Figure 1. Clock distribution.
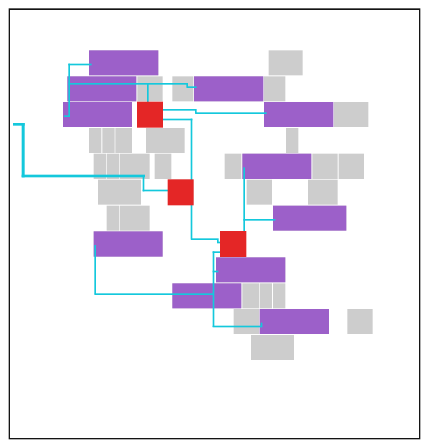
Figure 2. Selected gate families.
The bar under the picture is 10 um long.
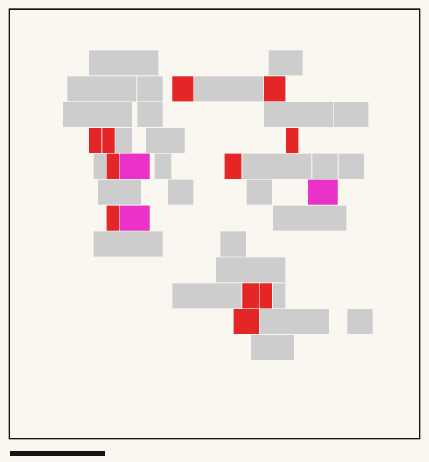
Figure 3. Wire density map.
9 x 9 tiles, from black (low) to pale yellow (high), scaled to the fullest tile. Values are wire area over tile area, all layers added.
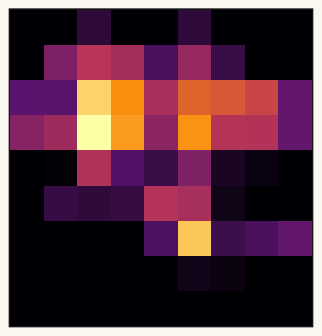
Figure 4. Layout detail.
The bar under the picture is 10 um long. Window x 9 to 34, y 1 to 26 um. Cells in gray, sequential cells in the stronger gray; small squares are vias.
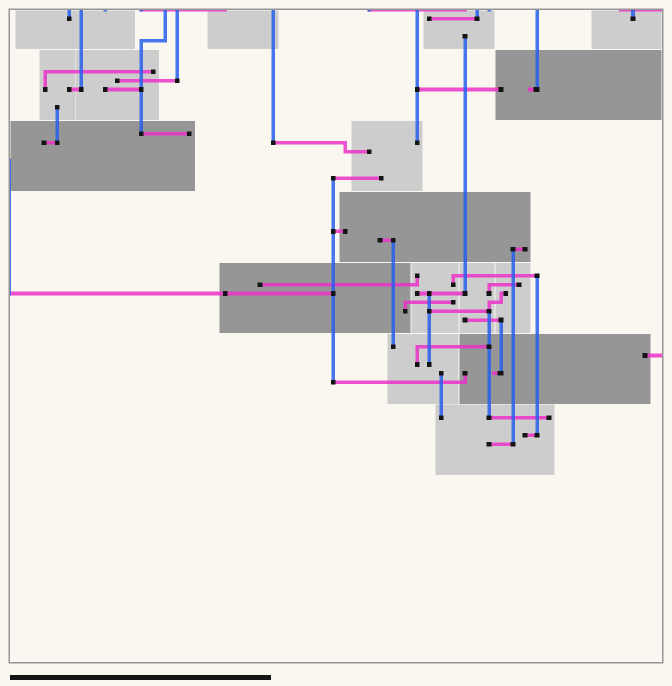
[src/rtl/input_conditioner_if.sv]
// Signal bundle between the direction switch and the input conditioner.
// The master side drives the raw switch; the slave side (the conditioner) returns clean controls.
interface input_conditioner_if;
  logic sw_0;
  logic dir;
  logic dir_changed;
  logic count_en;

  modport master (output sw_0, input dir, input dir_changed, input count_en);
  modport slave  (input sw_0, output dir, output dir_changed, output count_en);
endinterface

[src/rtl/input_conditioner.sv]
// Synchronises and debounces the direction switch, flags direction changes and
// produces the divided count_en tick whose phase restarts on every reversal.
module input_conditioner #(
  parameter int SYNC_STAGES     = 2,
  parameter int DEBOUNCE_CYCLES = 16,
  parameter int TICK_DIV        = 4
) (
  input logic              gclk10,
  input logic              btn_center,
  input_conditioner_if.slave io
);

  localparam int CNT_W = (DEBOUNCE_CYCLES > 1) ? $clog2(DEBOUNCE_CYCLES) : 1;
  localparam int DIV_W = $clog2(TICK_DIV);
  localparam logic [CNT_W-1:0] CNT_MAX = CNT_W'(DEBOUNCE_CYCLES - 1);
  localparam logic [DIV_W-1:0] DIV_MAX = DIV_W'(TICK_DIV - 1);

  logic [SYNC_STAGES-1:0] sync_q;
  logic [CNT_W-1:0]       cnt_q;
  logic [DIV_W-1:0]       div_q;
  logic                   dir_q;
  logic                   dir_changed_q;
  logic                   count_en_q;
  logic                   s;
  logic                   accept;

  assign s      = sync_q[SYNC_STAGES-1];
  assign accept = (s != dir_q) && (cnt_q == CNT_MAX);

  always_ff @(posedge gclk10) begin
    if (btn_center) begin
      sync_q <= '0;
    end else begin
      sync_q <= {sync_q[SYNC_STAGES-2:0], io.sw_0};
    end
  end

  // Any return of s to the accepted level throws away the partial count.
  always_ff @(posedge gclk10) begin
    if (btn_center) begin
      cnt_q         <= '0;
      dir_q         <= 1'b0;
      dir_changed_q <= 1'b0;
    end else begin
      dir_changed_q <= accept;
      if (s == dir_q) begin
        cnt_q <= '0;
      end else if (accept) begin
        dir_q <= s;
        cnt_q <= '0;
      end else begin
        cnt_q <= cnt_q + 1'b1;
      end
    end
  end

  // A direction change restarts the tick phase so the counter never steps as dir flips.
  always_ff @(posedge gclk10) begin
    if (btn_center) begin
      div_q      <= '0;
      count_en_q <= 1'b0;
    end else if (accept) begin
      div_q      <= '0;
      count_en_q <= 1'b0;
    end else if (div_q == DIV_MAX) begin
      div_q      <= '0;
      count_en_q <= 1'b1;
    end else begin
      div_q      <= div_q + 1'b1;
      count_en_q <= 1'b0;
    end
  end

  assign io.dir         = dir_q;
  assign io.dir_changed = dir_changed_q;
  assign io.count_en    = count_en_q;

endmodule
[src/flat_wrapper.sv]
// flat-port wrapper written by rule: the top's interface ports become plain ports
module input_conditioner_flat 
#(
  parameter int SYNC_STAGES     = 2,
  parameter int DEBOUNCE_CYCLES = 16,
  parameter int TICK_DIV        = 4
)
  (gclk10, btn_center, io_sw_0, io_dir, io_dir_changed, io_count_en);
  input_conditioner_if io_i ();
  input logic gclk10;
  input logic btn_center;
  input wire logic [$bits(io_i.sw_0)-1:0] io_sw_0;
  output wire logic [$bits(io_i.dir)-1:0] io_dir;
  output wire logic [$bits(io_i.dir_changed)-1:0] io_dir_changed;
  output wire logic [$bits(io_i.count_en)-1:0] io_count_en;
  assign io_i.sw_0 = io_sw_0;
  assign io_dir = io_i.dir;
  assign io_dir_changed = io_i.dir_changed;
  assign io_count_en = io_i.count_en;
  input_conditioner #(.SYNC_STAGES(SYNC_STAGES), .DEBOUNCE_CYCLES(DEBOUNCE_CYCLES), .TICK_DIV(TICK_DIV)) u_core (.gclk10(gclk10), .btn_center(btn_center), .io(io_i));
endmodule
[config.mk]
export PLATFORM = sky130hd
export DESIGN_NAME = input_conditioner_flat
export DESIGN_NICKNAME = d
export VERILOG_FILES = /design/src/rtl/input_conditioner_if.sv /design/src/rtl/input_conditioner.sv /design/src/flat_wrapper.sv
export SDC_FILE = /design/constraint.sdc
export NUM_CORES = 1
export LEC_CHECK = 0
export ABC_AREA = 0
export CAP_MARGIN = 30
export CORE_AREA = 3 3 40 42
export CTS_BUF_LIST = sky130_fd_sc_hd__clkbuf_4
export CTS_CLUSTER_SIZE = 12
export DETAILED_ROUTE_END_ITERATION = 12
export DIE_AREA = 0 0 43 45
export DONT_BUFFER_PORTS = 1
export PLACE_DENSITY_LB_ADDON = 0.12
export SYNTH_ARGS = -nofsm -noshare
export SYNTH_HDL_FRONTEND = slang
export SYNTH_SLANG_ARGS = --single-unit
[constraint.sdc]
create_clock -name gclk10 -period 1.6 [get_ports gclk10]
set_input_delay 0.16 -clock gclk10 [delete_from_list [all_inputs] [get_ports gclk10]]
set_output_delay 0.16 -clock gclk10 [all_outputs]
set_load 0.1 [all_outputs]
==> results_slide.txt <==
Key Metrics from the Run

Power and ir drop
  – Final Total Pwr: a little over 500 uW
  – Internal: ~400 uW
  – Power Density: roughly 1100 nW/um^2
  – Logic pwr share: 0.055
  – Leakage power: 0.000186 uW
  – Sw power: approximately 100 uW
  – Worst-case vdd ir drop: 0.000623 V
  – Sw frac: 0.197
  – Reg power frac: 0.566

Place
  – Worst slack at placement: slightly below 400 ps
  – Placed cell count: 52
  – PortBufs: 0
  – Routability Congestion: 0.613
  – DP Area: just over 400 sq um

Setup path
  – FF-to-FF End: u_core.div_q[1]
  – Crit-path slowest cell: dfxtp_1
  – Startpoint Class: register
  – Req. time, crit path: 1740 ps
  – Reg2Reg Setup Slack: approximately 420 ps
  – Crit path DAT: 1320 ps
  – Reg2Reg Depth: 4
  – Worst Setup EP: u_core.div_q[1]
  – Worst path bufs/invs: 0
  – Worst Setup SP: u_core.cnt_q[0]
  – Number of cells on the critical path: 4
  – Worst path max stage delay: roughly 350 ps
  – Critical Path Fanout Max: 3
  – Crit-path leading delay family: flip-flops

GRT
  – GR peak layer: met2
  – First-pass GRT wire length: 1.00 mm
  – GR Layer Usage met3: 0.0398
  – Gr ovfl total: 0
  – Met2 Use GR: 0.102
  – Vias in the first global route: approximately 260

STA
  – Rel. slew slack: 0.814
  – Final hold violations: 0
  – Final Max Tran Viols: 0
  – Max Freq: roughly 850 MHz
  – Worst Clk Skew: 0.366 ps
  – Worst-Margin Slew: around 280 ps
  – Final setup viols: 0
  – Min Tclk post-route: 1180 ps
  – Final period util: 0.738
  – Hold Slack: 31.1 ps
  – Final setup margin: approximately 420 ps

Hold path
  – Worst Hold Endpoint: u_core.sync_q[0]
  – Hold WC Path Type: input port to register
  – Hold path depth: 1

Floorplan
  – Die X: around 43 um
  – FP Util: 0.288
  – Rows: 13
  – Die Area: about 1900 sq um
  – IO Count: 6
  – Die H: around 45 um

Synthesis
  – Post-Synthesis Cell Area: around 370 sq um
  – Synth Instances: 34
  – Synthesized Nets: 39
  – Cells in synth_stat.txt: 34
  – Synth warn: 0
  – Avg Cell Area, Syn: approximately 11 sq um

Routing
  – Initial drt markers: 2
  – Remaining antenna violation count: 0
  – First-pass DRT Iterations: 2
  – DRC: 0

Final layout
  – Logic area: between 100 and 150 sq um
  – Share of cells above drive strength 1: 0.214
  – Number of fill cells in the layout: about 140
  – Top Layout Cells: 10 x dfxtp_1, 6 x nor2_1, 4 x clkbuf_4, 3 x buf_4
  – Total inserted antenna cells: 0
  – Nets@finish: approximately 48
  – Area delta synth->final: 22.3%
  – Final Util: 0.352

Run status
  – Status: completed

Clocking
  – Root Buffer: clkbuf_4
  – Clock-pin slew on the worst setup and hold paths: roughly 60 ps
  – CTS Buf Count: 3
  – H-tree levels: 1
  – CTS Buffer Depth: 2
  – Clock tree sinks: 11
  – Hold Buf Count CTS: 1
  – Setup bufs post-CTS: 0

Job
  – Max Cap Viol: 0
## Picture notes: Figure 1
[purple] flip-flops | count: 11
[cyan] clock wires | length: 125 um
[red] clock drivers | count: 3
routed clock nets: 4
Clk Latency, worst-skew pair: 250 ps
Clk power: 193 uW
clock share of power: 0.379

## Picture notes: Figure 2
| color | family | cells |
|---|---|---|
| magenta | xor and xnor cells | 3 |
| red | nor cells | 11 |
final std cells w/o fill: 57
logic share of the area: 0.315
most common logic cell in the routed design: dfxtp_1

## Picture notes: Figure 3
nearly empty tiles: 44%
fullest tile: 0.22
emptiest ninth of the die: bottom left
densest ninth of the die: middle
tiles over half the peak: 11%
final wirelength: 523 um
WL/cell: 9.18 um
All-Layer GR Usage: 0.0718
vias: 242

## Picture notes: Figure 4
| color | layer |
|---|---|
| blue | metal 2 |
| magenta | metal 1 |
netlist names of flops here include: `u_core.div_q` (2)
sequential cells in the window: 5
cells with their middle in the window: 17
most frequent: dfxtp_1 (4)

[power groups by stage]
stage | registers [uW] | logic (uW) | clock network [uW]
global route | 290 | 32.1 | 224
floorplan | 301 | 14.9 | 0
global placement | 294 | 24.5 | 0
CTS | 289 | 28.9 | 206
finish | 289 | 28.1 | 193
detailed placement | 295 | 25.7 | 0
[sequential cells by signal, summed over array words and instances, names as in the netlist]
name and cells:
u_core.io.count_en 1, u_core.cnt_q 4, u_core.div_q 2, u_core.sync_q 2, u_core.io.dir 1, u_core.io.dir_changed 1
[layout make-up]
| class | count | area share |
|---|---|---|
| flip-flops and latches | 11 | 0.489 |
| well taps | 15 | 0.0414 |
| multi-input cells | 21 | 0.315 |
| repair buffers | 4 | 0.0718 |
| inverters | 2 | 0.0166 |
| clock buffers | 4 | 0.0663 |
[cell usage after synthesis]
cell type,instances,area (sq um)
dfxtp_1,11,220
nor2_1,6,22.5
ha_1,2,25.0
inv_1,2,7.51
nand3_1,2,10.0
nor2b_1,2,12.5
nor3_1,2,10.0
xnor2_1,2,17.5
a311o_2,1,11.3
mux2i_1,1,10.0
nor3b_1,1,7.51
o21bai_1,1,7.51
xor2_1,1,8.76
[cell families (layout without fill, tap and decap cells)]
group,count (synthesis),count (layout),share of synthesized area
compound gates,2,2,0.0507
xor+xnor,3,3,0.0710
fa+ha+maj,2,2,0.0676
buf+inv,2,10,0.0203
flops,11,11,0.595
mux,1,1,0.0270
simple gates,13,13,0.169
[routing by layer]
layer,up-vias,share of wire
li1,130,-
met1,106,0.46
met2,4,0.46
met3,2,0.067
met4,0,0.0096
met5,-,0
No activity file was given, so power comes from the tool's default toggle rates.
